--- src/rtl/video_route_ctrl.sv ---
// -----------------------------------------------------------------------------
// video_route_ctrl
//
// Purpose:
//   Owns the routing table that drives the video effect mux. A change request
//   names a destination node and its new source. The controller builds a
//   candidate table with that one entry replaced. It rejects malformed or
//   self-referencing requests. It then walks every node's source chain, one
//   hop per clock, to prove the candidate has no feedback loop. A candidate
//   that passes is committed atomically: all six source registers update on
//   the same edge.
//
// Optional feature (macro VIDEO_ROUTE_FRAME_SYNC_EN):
//   defined   -> a passing candidate waits in PENDING and is committed on the
//                edge that samples frame_start, so the mux never switches
//                mid-frame.
//   undefined -> no PENDING state; a passing candidate commits on the edge
//                that ends CHECK, and frame_start is ignored.
//
// Ports:
//   clk            system clock, rising edge
//   rst_n          asynchronous active-low reset
//   req_valid      route-change request present
//   req_ready      request accepted this cycle (IDLE only, 0 during reset)
//   req_dst[2:0]   node to reconfigure (0 output .. 5 crush)
//   req_src[2:0]   new source (0 base, 1 delay .. 5 crush)
//   frame_start    one-cycle pulse at the first pixel of a frame
//   resp_valid     one-cycle pulse: request finished
//   resp_ok        qualifies resp_valid: 1 committed, 0 rejected
//   busy           request in validation, awaiting commit, or responding
//   *_src[2:0]     registered active routing table (six entries)
// -----------------------------------------------------------------------------
module video_route_ctrl #(
  parameter int MAX_HOPS = 5
) (
  input  logic       clk,
  input  logic       rst_n,
  input  logic       req_valid,
  output logic       req_ready,
  input  logic [2:0] req_dst,
  input  logic [2:0] req_src,
  input  logic       frame_start,
  output logic       resp_valid,
  output logic       resp_ok,
  output logic       busy,
  output logic [2:0] output_src,
  output logic [2:0] delay_src,
  output logic [2:0] reverb_src,
  output logic [2:0] filter_src,
  output logic [2:0] distortion_src,
  output logic [2:0] crush_src
);

  // Wide enough to hold MAX_HOPS itself.
  localparam int HW = $clog2(MAX_HOPS + 2);

  typedef enum logic [1:0] {
    IDLE    = 2'd0,
    CHECK   = 2'd1,
    PENDING = 2'd2,
    RESP    = 2'd3
  } state_t;

  state_t          state_reg;
  logic [5:0][2:0] active_reg;
  logic [5:0][2:0] cand_reg;
  logic [2:0]      dst_reg;
  logic [2:0]      src_reg;
  logic            first_reg;   // first CHECK cycle: format checks only
  logic [2:0]      node_reg;    // node whose chain is being walked
  logic [2:0]      ptr_reg;     // current pointer along that chain
  logic [HW-1:0]   hops_reg;    // pointers dereferenced so far for node_reg
  logic            ready_reg;
  logic            busy_reg;
  logic            resp_valid_reg;
  logic            resp_ok_reg;

  // Table lookup by node code. Codes 6/7 never reach the walk because the
  // format check rejects them first; they read as base for safety.
  function automatic logic [2:0] lookup(input logic [5:0][2:0] tbl,
                                        input logic [2:0] idx);
    logic [2:0] val;
    val = 3'd0;
    case (idx)
      3'd0: val = tbl[0];
      3'd1: val = tbl[1];
      3'd2: val = tbl[2];
      3'd3: val = tbl[3];
      3'd4: val = tbl[4];
      3'd5: val = tbl[5];
      default: val = 3'd0;
    endcase
    return val;
  endfunction

  // Codes outside the node range, or a node feeding itself. The output node
  // taking the base source (0 <- 0) is the normal idle route, not a loop.
  logic bad_format;
  assign bad_format = (dst_reg > 3'd5) || (src_reg > 3'd5) ||
                      ((src_reg == dst_reg) && (dst_reg != 3'd0));

  always_ff @(posedge clk or negedge rst_n) begin
    if (!rst_n) begin
      state_reg      <= IDLE;
      active_reg     <= '0;
      cand_reg       <= '0;
      dst_reg        <= 3'd0;
      src_reg        <= 3'd0;
      first_reg      <= 1'b0;
      node_reg       <= 3'd0;
      ptr_reg        <= 3'd0;
      hops_reg       <= '0;
      ready_reg      <= 1'b0;
      busy_reg       <= 1'b0;
      resp_valid_reg <= 1'b0;
      resp_ok_reg    <= 1'b0;
    end else begin
      case (state_reg)
        IDLE: begin
          ready_reg      <= 1'b1;
          busy_reg       <= 1'b0;
          resp_valid_reg <= 1'b0;
          resp_ok_reg    <= 1'b0;
          if (req_valid && ready_reg) begin
            for (int i = 0; i < 6; i++) begin
              cand_reg[i] <= (req_dst == 3'(i)) ? req_src : active_reg[i];
            end
            dst_reg   <= req_dst;
            src_reg   <= req_src;
            first_reg <= 1'b1;
            ready_reg <= 1'b0;
            busy_reg  <= 1'b1;
            state_reg <= CHECK;
          end
        end

        CHECK: begin
          if (first_reg) begin
            first_reg <= 1'b0;
            if (bad_format) begin
              resp_valid_reg <= 1'b1;
              resp_ok_reg    <= 1'b0;
              state_reg      <= RESP;
            end else begin
              node_reg <= 3'd0;
              ptr_reg  <= cand_reg[0];
              hops_reg <= '0;
            end
          end else if (ptr_reg == 3'd0) begin
            // Current chain reached the base source.
            if (node_reg == 3'd5) begin
`ifdef VIDEO_ROUTE_FRAME_SYNC_EN
              state_reg <= PENDING;
`else
              active_reg     <= cand_reg;
              resp_valid_reg <= 1'b1;
              resp_ok_reg    <= 1'b1;
              state_reg      <= RESP;
`endif
            end else begin
              node_reg <= node_reg + 3'd1;
              ptr_reg  <= lookup(cand_reg, node_reg + 3'd1);
              hops_reg <= '0;
            end
          end else if (hops_reg == HW'(MAX_HOPS)) begin
            // Another hop would exceed the budget: treat as a loop.
            resp_valid_reg <= 1'b1;
            resp_ok_reg    <= 1'b0;
            state_reg      <= RESP;
          end else begin
            ptr_reg  <= lookup(cand_reg, ptr_reg);
            hops_reg <= hops_reg + HW'(1);
          end
        end

`ifdef VIDEO_ROUTE_FRAME_SYNC_EN
        PENDING: begin
          if (frame_start) begin
            active_reg     <= cand_reg;
            resp_valid_reg <= 1'b1;
            resp_ok_reg    <= 1'b1;
            state_reg      <= RESP;
          end
        end
`endif

        RESP: begin
          resp_valid_reg <= 1'b0;
          resp_ok_reg    <= 1'b0;
          busy_reg       <= 1'b0;
          ready_reg      <= 1'b1;
          state_reg      <= IDLE;
        end

        default: begin
          state_reg <= IDLE;
        end
      endcase
    end
  end

`ifndef VIDEO_ROUTE_FRAME_SYNC_EN
  // Without frame sync the frame pulse has no consumer.
  logic unused_frame_start;
  assign unused_frame_start = frame_start;
`endif

  assign req_ready      = ready_reg;
  assign busy           = busy_reg;
  assign resp_valid     = resp_valid_reg;
  assign resp_ok        = resp_ok_reg;
  assign output_src     = active_reg[0];
  assign delay_src      = active_reg[1];
  assign reverb_src     = active_reg[2];
  assign filter_src     = active_reg[3];
  assign distortion_src = active_reg[4];
  assign crush_src      = active_reg[5];

endmodule

--- config.mk ---
export PLATFORM = sky130hd
export DESIGN_NAME = video_route_ctrl
export DESIGN_NICKNAME = d
export VERILOG_FILES = /design/src/rtl/video_route_ctrl.sv
export SDC_FILE = /design/constraint.sdc
export NUM_CORES = 1
export LEC_CHECK = 0
export CAP_MARGIN = 20
export CORE_UTILIZATION = 57
export DETAILED_ROUTE_END_ITERATION = 8
export GPL_TIMING_DRIVEN = 0
export PLACE_DENSITY = 0.78
export REMOVE_ABC_BUFFERS = 1
export SKIP_LAST_GASP = 1
export SYNTH_ARGS = -nofsm -noshare
export SYNTH_HDL_FRONTEND = slang
export SYNTH_SLANG_ARGS = --single-unit
--- constraint.sdc ---
create_clock -name clk -period 2.45 [get_ports clk]
set_input_delay 0.49 -clock clk [delete_from_list [all_inputs] [get_ports clk]]
set_output_delay 0.49 -clock clk [all_outputs]
set_load 0.01 [all_outputs]
### Signal wires on met3, run 1

Cells faint in the background.
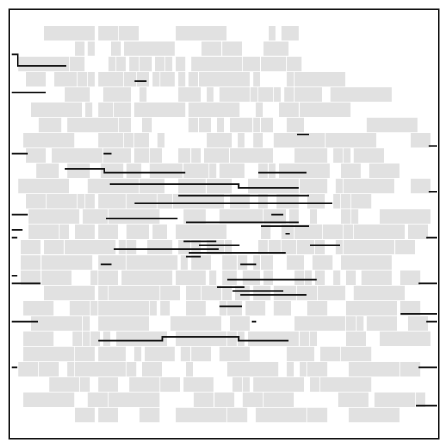
wire length on this layer: 365 um
longest straight run: 35.0 um
main direction: horizontal
share of all routed wire: 5.6%
nets with wire on the layer: 37
Via Count: 2290
drt total wl: 6540 um
M3 GR Usage: 3.23%

### Signal metal coverage by tile, run 1

Scale bar: 20 um. The die is cut into 15 by 15 equal tiles; white is low, dark blue is high, scaled to the fullest tile. Values are wire area over tile area, all layers added.
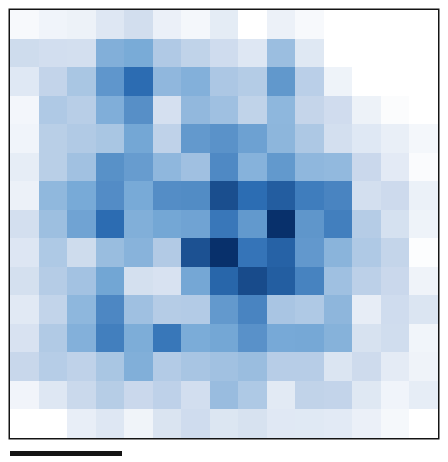
emptiest ninth of the die: upper right
fullest tile: 0.55
tiles over half the peak: 22%
drt wl/cell: 17.1 um
gr usage total: 24.8%

==> results_dict.tcl, run 1 <==
# yosys + openroad results
set metrics [dict create \
    area_growth_pct 17.5 \
    common_cells "dfrtp_1, nand2_1, mux2i_1" \
    cts_sinks 58 \
    overflow 0 \
    vias_per_cell 5.98 \
    worst-slew-pin-transition_ps 637 \
    clkCellAreaFrac_pct 5.35 \
    yosys_most_used_dff "dfrtp_1" \
    worstSetupEndpointType "flip-flop" \
    max-clock-path-buffers 2 \
    stdcell_area_mm2 0.00369 \
    cp.required_ps 2660 \
    critPathLaunchType "flip-flop" \
    syn_area_per_cell_um2 11.3 \
    synth_cell_types 53 \
    row_count 26 \
    vdd_ir_drop_max_mv 0.685 \
    reg2reg_to "output_src[0]" \
    fillCellCount 395 \
    warnings 34 \
    postSynthSeqShare_pct 46.2 \
    synth-async-reset-ratio_pct 100 \
    rsz0062_at_grt "true" \
    finalPower_uw 4220 \
    globalplace.congestion 0.942 \
    core_mm2 0.00520 \
    fin_crit_sh_pct 94.4 \
    max-slew-margin-rel_pct 57.4 \
    n_antenna_cell 0 \
    hold_viol 0 \
    comb_area_mm2 0.00159 \
    leakage_uw 0.00167 \
    drc 0 \
    buffers 32 \
    synth.most_common_cell "dfrtp_1" \
    holdBufCountCts 0 \
    place_area_mm2 0.00349 \
    rrSetupSlack_ps 140 \
    netlist_area_mm2 0.00314 \
    cp_max_fo 20 \
    fmax_mhz 432 \
    clock-root-buffer "clkbuf_8" \
    edf_count 0 \
    ys_cells 277 \
    portBuffers 30 \
    setup_viol 0 \
    netlist_instances 277 \
    num-nets-final 328 \
    fp_util_pct 60.4 \
    status "finished, final reports clean" \
    report.final.slew_viol_count 0 \
    largest_area_cell "dfrtp_1" \
    yosys_warnings 0 \
    dpl.hpwl_um 4490 \
]
### Clock distribution, run 1

Scale bar: 20 um.
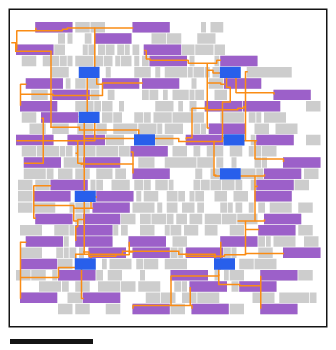
legend:
  purple:
    item: flip-flops
    count: 58
  blue:
    item: clock-net drivers
    count: 9
  orange:
    item: clock wires
    length: 723 um
flops lie: spread over the die
routed clock nets: 10
clock network power: 883 uW
clock share of power: 20.9%
clock skew: 8.01 ps
Late-Pin Clk Latency: 330 ps

-- run 1: per-layer routing --
layer  wire length (um)  track usage [%]  vias up
li1                   -                -     1074
met4                 51             8.65        0
met5                  0                0        -
met1               3010             36.1     1136
met3                364             3.23        8
met2               3110             38.2       72
-- run 1: logic make-up (layout without fill, tap and decap cells) --
| group | count (synthesis) | in the layout | share of synthesized area, % |
|---|---|---|---|
| simple gates | 70 | 70 | 12.3 |
| compound gates | 64 | 64 | 13.6 |
| flops | 58 | 58 | 46.2 |
| mux | 51 | 51 | 19.5 |
| buf+inv | 21 | 57 | 3.42 |
| fa+ha+maj | 10 | 10 | 3.98 |
| xor+xnor | 3 | 3 | 1.08 |
-- run 1: worst max-delay path: stages (launching register included) --
cell and delay, ps:
dfrtp_1 570, nor4_4 630, nand4_4 510, mux2_4 460
-- run 1: metrics by stage --
| step | instances | setup TNS, ps | hold WS (ps) | utilization (%) | worst slack [ps] |
|---|---|---|---|---|---|
| finish | 383 | 0 | 164 | 70.9 | 138 |
| global route | 383 | -6.03 | 216 | 70.9 | -5.44 |
| CTS | 383 | 0 | 178 | 70.9 | 130 |
| detailed placement | 367 | -3670 | 480 | 67.0 | -215 |
| global placement | 365 | -62820 | 472 | 66.4 | -944 |
| floorplan | 265 | 0 | 194 | - | 283 |
-- run 1: report_power, final --
part / switching [uW] / internal [uW]
clock network: 358 / 525
registers: 413 / 1270
logic: 861 / 797
total: 1630 / 2590
-- run 1: worst max path at each step --
stage | start | cells after the start | slack, ps | to
2_1_floorplan | first_reg | 3 | 280 | crush_src[1]
3_3_place_gp | rst_n | 1 | -940 | busy
3_5_place_dp | first_reg | 3 | -220 | filter_src[1]
4_1_cts | first_reg | 3 | 130 | output_src[0]
5_1_grt | first_reg | 3 | -5 | filter_src[0]
6_report | first_reg | 3 | 140 | output_src[0]
## Run 2: what changed since run 1
--- a/config.mk
+++ b/config.mk
@@ -5,7 +5,7 @@
 export SDC_FILE = /design/constraint.sdc
 export NUM_CORES = 1
 export LEC_CHECK = 0
-export CAP_MARGIN = 20
+export CAP_MARGIN = 10
 export CORE_UTILIZATION = 57
 export DETAILED_ROUTE_END_ITERATION = 8
 export GPL_TIMING_DRIVEN = 0
### Clock distribution, run 2

Scale bar: 20 um.
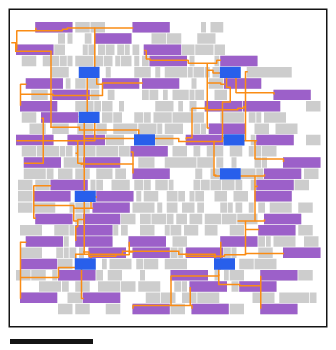
legend:
  orange:
    item: clock wires
    length: 723 um
  blue:
    item: clock-net drivers
    count: 9
  purple:
    item: flip-flops
    count: 58
flops lie: spread over the die
routed clock nets: 10

==> results_dict.tcl, run 2 <==
# yosys + openroad results
set metrics [dict create \
    cp_num_cells 3 \
    track_usage_pct 24.8 \
    vias_per_cell 5.98 \
    netlist_area_mm2 0.00314 \
    synth.most_common_cell "dfrtp_1" \
    wl_met1_um 3010 \
    worstSetupEndpointType "flip-flop" \
    rsz0062_at_grt "true" \
    wl_per_cell_um 17.1 \
    drt_wl_total_um 6540 \
    path_buffers 0 \
    vias 2290 \
    leakage_uw 0.00167 \
    max-slew-margin-rel_pct 57.4 \
    fp_util_pct 60.4 \
    report.final.slew_viol_count 0 \
    portBuffers 30 \
    cts_made_buffers 9 \
    edf_count 0 \
    lay_top_count "dfrtp_1" \
    globalplace.congestion 0.942 \
    synth-simple-area-share_pct 12.3 \
    syn_area_per_cell_um2 11.3 \
    crit_path_max_incr_delay_ps 630 \
    num-nets-final 328 \
    synth_cell_types 53 \
    stdcell_area_mm2 0.00369 \
    highest_layer "met4" \
    crit_chain "nor4_4 > nand4_4 > mux2_4" \
    drc 0 \
    fp.dieW_um 76.2 \
    fmax_mhz 432 \
    synth-xor-area-share_pct 1.08 \
    reg2reg_to "output_src[0]" \
    core_mm2 0.00520 \
    vdd_ir_drop_max_mv 0.685 \
    wl_met2_um 3110 \
    worst-setup-path-type "reg -> reg" \
    clk_latency_ps 330 \
    area_growth_pct 17.5 \
    synth-async-reset-ratio_pct 100 \
    yosys_warnings 0 \
    largest_area_cell "dfrtp_1" \
    ys_sh_mux_pct 19.5 \
    rrSetupSlack_ps 140 \
    dpl.hpwl_um 4490 \
    r2r-start "first_reg" \
    setup_viol 0 \
    warnings 34 \
    slowest_stage "nor4_4" \
    die_h_um 76.2 \
    status "finished, final reports clean" \
    worst-slew-pin-transition_ps 637 \
    routed-wl-met3_um 364 \
    postSynthSeqShare_pct 46.2 \
    row_count 26 \
    cp.required_ps 2660 \
    hold_viol 0 \
    n_antenna_cell 0 \
    place_area_mm2 0.00349 \
    maxCapViolCount 0 \
    clock-root-buffer "clkbuf_8" \
    fin_crit_ps 2310 \
    fin_crit_sh_pct 94.4 \
    cts_sinks 58 \
    grt_pass1_wl_um 11200 \
    cp_max_fo 20 \
    netlist_instances 277 \
    cp.arrival_ps 2520 \
    post_cts_buffers 0 \
    yosys_most_used_dff "dfrtp_1" \
    finalPower_uw 4220 \
    drt_iter0_drc 225 \
    compound_area_share_pct 13.6 \
    fin_skew_ps 8.01 \
    critPathLaunchType "flip-flop" \
    fa_ha_area_share_pct 3.98 \
    overflow 0 \
    critPathTopFamily "simple AND/OR/NAND/NOR gates" \
    ys_top_logic_family "multiplexers" \
    power_density_mw_per_mm2 1140 \
    ys_cells 277 \
    max-clock-path-buffers 2 \
    common_cells "dfrtp_1, nand2_1, mux2i_1" \
]
### Signal wires on met3, run 2

Cells faint in the background.
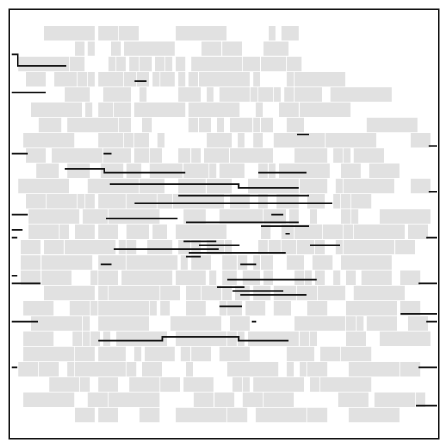
main direction: horizontal
nets with wire on the layer: 37
wire length on this layer: 365 um
share of all routed wire: 5.6%

-- run 2: cell counts in the layout (fill, tap and decap cells not counted) --
Identical to the previous run, type by type.
-- run 2: worst max-delay path by stage --
stage	startpoint	end
final	first_reg	output_src[0]
after global routing	first_reg	filter_src[0]
after CTS	first_reg	output_src[0]
after detailed placement	first_reg	filter_src[1]
after global placement	rst_n	busy
after floorplan	first_reg	crush_src[1]
-- run 2: cell type report --
class	instances	area, um2
clock buffers	14	163
clock inverters	2	35.0
fillers	395	1510
inverters	9	33.8
multi-input cells	198	1590
flip-flops and latches	58	1450
well taps	70	87.6
repair buffers	32	330
-- run 2: power breakdown --
part | internal, uW | switching (uW) | leakage (uW)
sequential | 1270 | 413 | 0.000775
clock | 525 | 358 | 0.000101
combinational | 797 | 861 | 0.000798
-- run 2: kinds of logic after synthesis --
kind of cell,count (synthesis)
AOI/OAI and AO/OA,64
xor gates and xnor gates,3
adders and majority gates,10
buffers and inverters,21
DFF,58
muxes,51
and+or+nand+nor,70
-- run 2: per-layer routing --
layer | track usage (%) | vias to the layer above
li1 | - | 1074
met1 | 36.1 | 1136
met2 | 38.2 | 72
met3 | 3.23 | 8
met4 | 8.65 | 0
met5 | 0 | -
-- run 2: through the flow --
step,hold slack [ps],instances,utilization [%],setup slack [ps],setup TNS (ps)
after floorplan,194,265,-,283,0
after global placement,472,365,66.4,-944,-62820
after detailed placement,480,367,67.0,-215,-3670
after CTS,178,383,70.9,130,0
after global routing,216,383,70.9,-5.44,-6.03
final,164,383,70.9,138,0
-- run 2: repair_timing --
action / CTS / global route
setup endpoints to repair: 19 / 2
hold buffers: 0 / 0
endpoints found under the hold margin: 0 / 0
resized: 1 / 0
Power figures rest on the tool's default switching activity, not on a simulated workload.
